$ cat src/rtl/pc_seq_pkg.sv
// Shared definitions for the program-counter sequencer: op codes and the
// polynomial low-field successor function.
package pc_seq_pkg;

  localparam logic [2:0] OP_NEXT  = 3'b000;
  localparam logic [2:0] OP_SKIP  = 3'b001;
  localparam logic [2:0] OP_JMP   = 3'b010;
  localparam logic [2:0] OP_CALL  = 3'b011;
  localparam logic [2:0] OP_RET   = 3'b100;
  localparam logic [2:0] OP_RETSK = 3'b101;
  localparam logic [2:0] OP_SETPG = 3'b110;
  localparam logic [2:0] OP_RSVD  = 3'b111;

  localparam int LFSR_MAX_W = 32;

  // Shift right, feeding XNOR of bit 0 and bit 'tap' into the top bit of a
  // w-wide field. Callers zero-extend the field and truncate the result.
  function automatic logic [LFSR_MAX_W-1:0] lfsr_next(
    input logic [LFSR_MAX_W-1:0] pl,
    input int unsigned           w,
    input int unsigned           tap
  );
    logic [LFSR_MAX_W-1:0] mask;
    logic                  fb;
    mask = LFSR_MAX_W'(1) | (LFSR_MAX_W'(1) << tap);
    fb   = ~(^(pl & mask));
    return (pl >> 1) | (LFSR_MAX_W'(fb) << (w - 1));
  endfunction

endpackage

$ cat src/rtl/pc_ret_stack.sv
// Return-address LIFO; entry 0 is the top. On a full push either the oldest
// entry falls off the bottom (OVF_MODE 0) or the push is refused (OVF_MODE 1).
module pc_ret_stack #(
  parameter  int W        = 10,
  parameter  int DEPTH    = 4,
  parameter  int OVF_MODE = 0,
  localparam int DW       = $clog2(DEPTH + 1)
) (
  input  logic          clk,
  input  logic          rst,
  input  logic          push,
  input  logic          pop,
  input  logic [W-1:0]  din,
  output logic [W-1:0]  top,
  output logic [DW-1:0] depth,
  output logic          full,
  output logic          empty
);

  logic [W-1:0]  mem_q [DEPTH];
  logic [W-1:0]  mem_d [DEPTH];
  logic [DW-1:0] depth_q, depth_d;

  assign full  = (depth_q == DW'(DEPTH));
  assign empty = (depth_q == '0);
  assign top   = empty ? '0 : mem_q[0];
  assign depth = depth_q;

  always_comb begin
    // NOTE: every signal gets a default first so no path leaves it unassigned (no latch).
    mem_d   = mem_q;
    depth_d = depth_q;
    if (push && !(full && OVF_MODE == 1)) begin
      mem_d[0] = din;
      for (int i = 1; i < DEPTH; i++) mem_d[i] = mem_q[i-1];
      if (!full) depth_d = depth_q + DW'(1);
    end else if (pop && !empty) begin
      for (int i = 0; i < DEPTH - 1; i++) mem_d[i] = mem_q[i+1];
      mem_d[DEPTH-1] = '0;
      depth_d        = depth_q - DW'(1);
    end
  end

  always_ff @(posedge clk or posedge rst) begin
    if (rst) begin
      // NOTE: the stack is a handful of flops, so it is cleared on reset like any other state.
      for (int i = 0; i < DEPTH; i++) mem_q[i] <= '0;
      depth_q <= '0;
    end else begin
      // NOTE: sequential state uses non-blocking assignments so all flops update together.
      mem_q   <= mem_d;
      depth_q <= depth_d;
    end
  end

endmodule

$ cat src/rtl/pc_sequencer.sv
// Program counter with polynomial low field, page register and return stack,
// driven one op per adv cycle from instruction decode.
module pc_sequencer
  import pc_seq_pkg::*;
#(
  parameter  int              PL_W      = 6,
  parameter  int              PU_W      = 4,
  parameter  int              TAP       = 1,
  parameter  int              DEPTH     = 4,
  parameter  logic [PU_W-1:0] CALL_PAGE = '1,
  parameter  int              OVF_MODE  = 0,
  localparam int              PC_W      = PL_W + PU_W,
  localparam int              DW        = $clog2(DEPTH + 1)
) (
  input  logic            clk,
  input  logic            rst,
  input  logic            adv,
  input  logic [2:0]      op,
  input  logic [PL_W-1:0] tgt_pl,
  input  logic [PU_W-1:0] tgt_pu,
  input  logic            clr_err,
  output logic [PC_W-1:0] pc,
  output logic [DW-1:0]   depth,
  output logic            stk_ovf,
  output logic            stk_unf,
  output logic            page_pend
);

  logic [PC_W-1:0] pc_q, pc_d;
  logic [PU_W-1:0] page_q, page_d;
  logic            page_pend_q, page_pend_d;
  logic            stk_ovf_q, stk_ovf_d;
  logic            stk_unf_q, stk_unf_d;

  logic            push, pop, stk_full, stk_empty;
  logic [PC_W-1:0] stk_top, ret_addr;
  logic [PU_W-1:0] pg;

  // Low field steps through the polynomial sequence; the page never carries.
  function automatic logic [PC_W-1:0] nxt(input logic [PC_W-1:0] x);
    return {x[PC_W-1:PL_W],
            PL_W'(lfsr_next(LFSR_MAX_W'(x[PL_W-1:0]), PL_W, TAP))};
  endfunction

  assign ret_addr = nxt(pc_q);
  assign pg = page_pend_q      ? page_q    :
              (op == OP_CALL)  ? CALL_PAGE : pc_q[PC_W-1:PL_W];

  pc_ret_stack #(
    .W       (PC_W),
    .DEPTH   (DEPTH),
    .OVF_MODE(OVF_MODE)
  ) u_stack (
    .clk  (clk),
    .rst  (rst),
    .push (push),
    .pop  (pop),
    .din  (ret_addr),
    .top  (stk_top),
    .depth(depth),
    .full (stk_full),
    .empty(stk_empty)
  );

  always_comb begin
    pc_d        = pc_q;
    page_d      = page_q;
    page_pend_d = page_pend_q;
    push        = 1'b0;
    pop         = 1'b0;
    // A same-cycle error below overrides the clear.
    stk_ovf_d   = stk_ovf_q & ~clr_err;
    stk_unf_d   = stk_unf_q & ~clr_err;
    if (adv) begin
      page_pend_d = 1'b0;
      case (op)
        OP_SKIP: pc_d = nxt(nxt(pc_q));
        OP_JMP:  pc_d = {pg, tgt_pl};
        OP_CALL: begin
          push = 1'b1;
          pc_d = {pg, tgt_pl};
          if (stk_full) stk_ovf_d = 1'b1;
        end
        OP_RET, OP_RETSK: begin
          pop  = 1'b1;
          pc_d = (op == OP_RETSK) ? nxt(stk_top) : stk_top;
          if (stk_empty) stk_unf_d = 1'b1;
        end
        OP_SETPG: begin
          page_d      = tgt_pu;
          page_pend_d = 1'b1;
          pc_d        = nxt(pc_q);
        end
        default: pc_d = nxt(pc_q);
      endcase
    end
  end

  always_ff @(posedge clk or posedge rst) begin
    if (rst) begin
      pc_q        <= '0;
      page_q      <= '0;
      page_pend_q <= 1'b0;
      stk_ovf_q   <= 1'b0;
      stk_unf_q   <= 1'b0;
    end else begin
      pc_q        <= pc_d;
      page_q      <= page_d;
      page_pend_q <= page_pend_d;
      stk_ovf_q   <= stk_ovf_d;
      stk_unf_q   <= stk_unf_d;
    end
  end

  assign pc        = pc_q;
  assign stk_ovf   = stk_ovf_q;
  assign stk_unf   = stk_unf_q;
  assign page_pend = page_pend_q;

endmodule

$ cat config.mk
export PLATFORM = sky130hd
export DESIGN_NAME = pc_sequencer
export DESIGN_NICKNAME = d
export VERILOG_FILES = /design/src/rtl/pc_seq_pkg.sv /design/src/rtl/pc_ret_stack.sv /design/src/rtl/pc_sequencer.sv
export SDC_FILE = /design/constraint.sdc
export NUM_CORES = 1
export LEC_CHECK = 0
export ABC_AREA = 1
export CORE_UTILIZATION = 53
export CTS_BUF_LIST = sky130_fd_sc_hd__clkbuf_8
export CTS_CLUSTER_SIZE = 40
export DETAILED_ROUTE_END_ITERATION = 8
export PLACE_DENSITY = 0.83
export SYNTH_ARGS = -nofsm -noshare
export SYNTH_HDL_FRONTEND = slang
export SYNTH_SLANG_ARGS = --single-unit
$ cat constraint.sdc
create_clock -name clk -period 2 [get_ports clk]
set_input_delay 0.5 -clock clk [delete_from_list [all_inputs] [get_ports clk]]
set_output_delay 0.5 -clock clk [all_outputs]
set_load 0.05 [all_outputs]
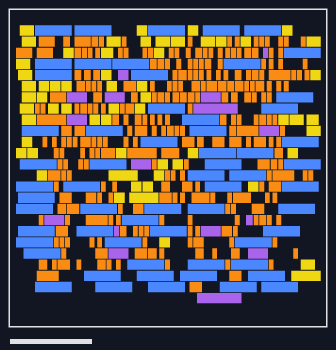
**Above:** cells coloured by class.
Scale bar: 20 um.
- flip-flops: blue (cells 60; share of their area 41%)
- all other logic: orange (cells 273; share of their area 38%)
- other buffers and delay cells: yellow (cells 60; share of their area 15%)
- clock drivers and dummy loads: purple (cells 16; share of their area 6.0%)
fraction of area in registers: 40.2%
standard-cell row count: 26
final design area excluding fillers: 0.00373 sq mm
utilization after layout: 70.8%
core area: 0.00527 sq mm

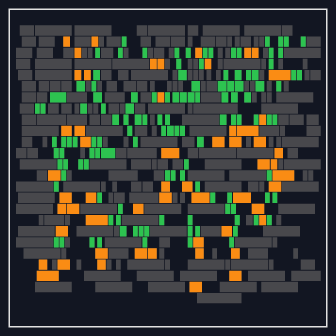
**Above:** logic cells by family.
- inverting AOI/OAI gates: orange (cells 56; where spread over the die)
- NAND gates: green (cells 123)
combinational share of cell area: 31.2%
most common library cell in the layout ignoring fill and taps: sky130_fd_sc_hd__nand2_1

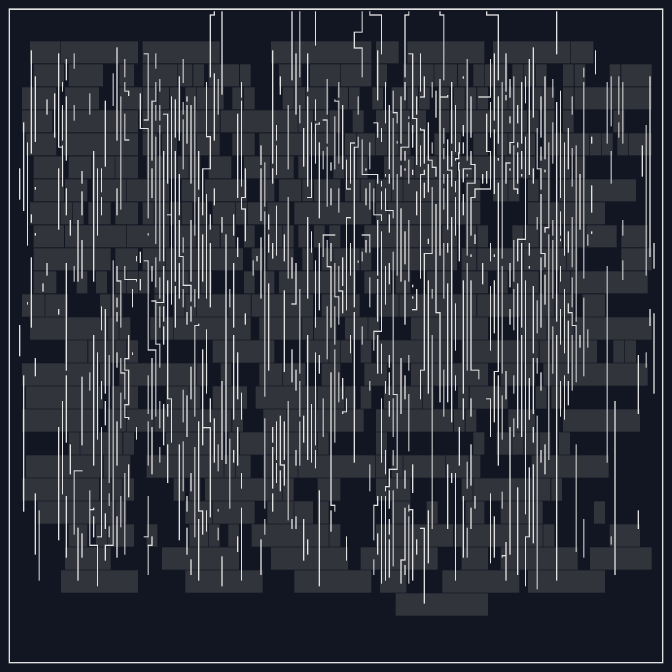
**Above:** M2 wires.
- longest straight run: 33.6 um
- wire length on this layer: 3530 um
- main direction: vertical
- share of all routed wire: 48%
- nets with wire on the layer: 363
overall via count from detail_route: 2654
met2 usage: 43.3%
Routed WL: 7300 um

==> reports/summary.json <==
{
  "yosys-mux-area-fraction": {"value": 1.51, "unit": "%"},
  "openroad.warnings": {"value": 26},
  "fillers": {"value": 406},
  "synth.ff_latch_count": {"value": 60},
  "synthDominantCellAreaShare": {"value": 50.3, "unit": "%"},
  "regToRegEndpoint": {"value": "u_stack.mem_q[0]"},
  "p_leak": {"value": 1.87, "unit": "nW"},
  "use_met1": {"value": 34.3, "unit": "%"},
  "run_status": {"value": "complete, no violations"},
  "synth-edff-count": {"value": 0},
  "final_nets": {"value": 422},
  "tapcell.inserted": {"value": 70},
  "top_usage_layer": {"value": "met2"},
  "grt_util_all_layers": {"value": 26.9, "unit": "%"},
  "hold_class": {"value": "in2async"},
  "synth.cell_area": {"value": 0.00299, "unit": "sq mm"},
  "leading_cell_category_by_total_area": {"value": "registers"},
  "cts_max_level": {"value": 3},
  "portBuffers": {"value": 32},
  "cpMaxStageDelayCell": {"value": "sky130_fd_sc_hd__clkdlybuf4s50_1"},
  "power": {"value": 0.00457, "unit": "W"},
  "n_antenna_cell": {"value": 0},
  "post-cts-setup-buffer-count": {"value": 0},
  "ys.warnings.count": {"value": 0},
  "yosys-top-cells-area": {"value": "sky130_fd_sc_hd__dfrtp_1, sky130_fd_sc_hd__nand2_1, sky130_fd_sc_hd__inv_1"},
  "place_congestion": {"value": 0.848},
  "worst_pin_slew": {"value": 0.487, "unit": "ns"},
  "cp.depth": {"value": 9},
  "yosys.cell_types.count": {"value": 30},
  "finalWorstSetupSlack": {"value": 0.236, "unit": "ns"},
  "largest_net_degree_at_the_start_of_global_routing": {"value": 26},
  "max_slew_margin": {"value": 67.7, "unit": "%"},
  "highest_layer": {"value": "met4"},
  "post-place-ws": {"value": -0.137, "unit": "ns"},
  "clockBufferDepth": {"value": 2},
  "buffer_area_share": {"value": 14.2, "unit": "%"},
  "synth_simple_gate_area_share": {"value": 20.9, "unit": "%"},
  "crit_path_cell_trace": {"value": "clkdlybuf4s50_1 -> buf_4 -> nand2_1 -> nor2_1 -> nand2_2 -> nand2_1 -> inv_2 -> nand2_1 -> o221ai_1"},
  "postPlaceCellArea": {"value": 0.00352, "unit": "sq mm"},
  "start_kind": {"value": "primary input"},
  "numSequentialCells": {"value": 60},
  "crit_type": {"value": "in2reg"},
  "post-place-cells": {"value": 463},
  "ys.flop_type": {"value": "sky130_fd_sc_hd__dfrtp_1"},
  "tritoncts": {"value": "built"},
  "area_growth_syn_to_layout": {"value": 24.9, "unit": "%"},
  "drt_pass1_iterations": {"value": 6},
  "syn_inst": {"value": 346},
  "cts_sink_cnt": {"value": 60},
  "largest_register_ffs": {"value": 40},
  "ys_area": {"value": 0.00299, "unit": "sq mm"},
  "clk_transition_reported_paths": {"value": 0.07, "unit": "ns"},
  "synthTopLogicFamily": {"value": "simple AND/OR/NAND/NOR gates"},
  "yosys-top-cells-count": {"value": "sky130_fd_sc_hd__nand2_1, sky130_fd_sc_hd__dfrtp_1, sky130_fd_sc_hd__inv_1"},
  "fraction_of_the_core_area_occupied_by_cells_at_floorplan": {"value": 56.7, "unit": "%"},
  "clock_area_share": {"value": 5.83, "unit": "%"},
  "clkPwrFrac": {"value": 26.6, "unit": "%"},
  "ir_drop": {"value": 0.000672, "unit": "V"},
  "pg_comb": {"value": 0.00145, "unit": "W"},
  "routed_length_on_met3": {"value": 415, "unit": "um"},
  "critPathRequiredTime": {"value": 2.21, "unit": "ns"},
  "wl_per_cell": {"value": 15.2, "unit": "um"},
  "dpl.hpwl": {"value": 5230, "unit": "um"},
  "design.portCount": {"value": 33},
  "ys_seq_share": {"value": 50.3, "unit": "%"},
  "power_density": {"value": 1220, "unit": "mW/mm^2"},
  "final_layout_size_suffix_gt1_share": {"value": 19.3, "unit": "%"},
  "grt-ovfl-total": {"value": 0},
  "slew_violations": {"value": 0},
  "cp_num_buf_inv": {"value": 3},
  "timing.reg2reg.worst_path_depth": {"value": 7},
  "flop_to_flop_setup_slack": {"value": 0.47, "unit": "ns"},
  "rsz_0062_raised_after_global_routing": {"value": "false"},
  "swShare": {"value": 37.3, "unit": "%"},
  "horizontal_extent_of_the_die": {"value": 77.1, "unit": "um"},
  "critical_path.max_stage_delay": {"value": 0.47, "unit": "ns"},
  "routedLengthMet1": {"value": 3200, "unit": "um"},
  "clock_insertion_delay_worst_skew": {"value": 0.35, "unit": "ns"},
  "combPwrFrac": {"value": 31.7, "unit": "%"}
}
Power is estimated from default activity; no workload was simulated.
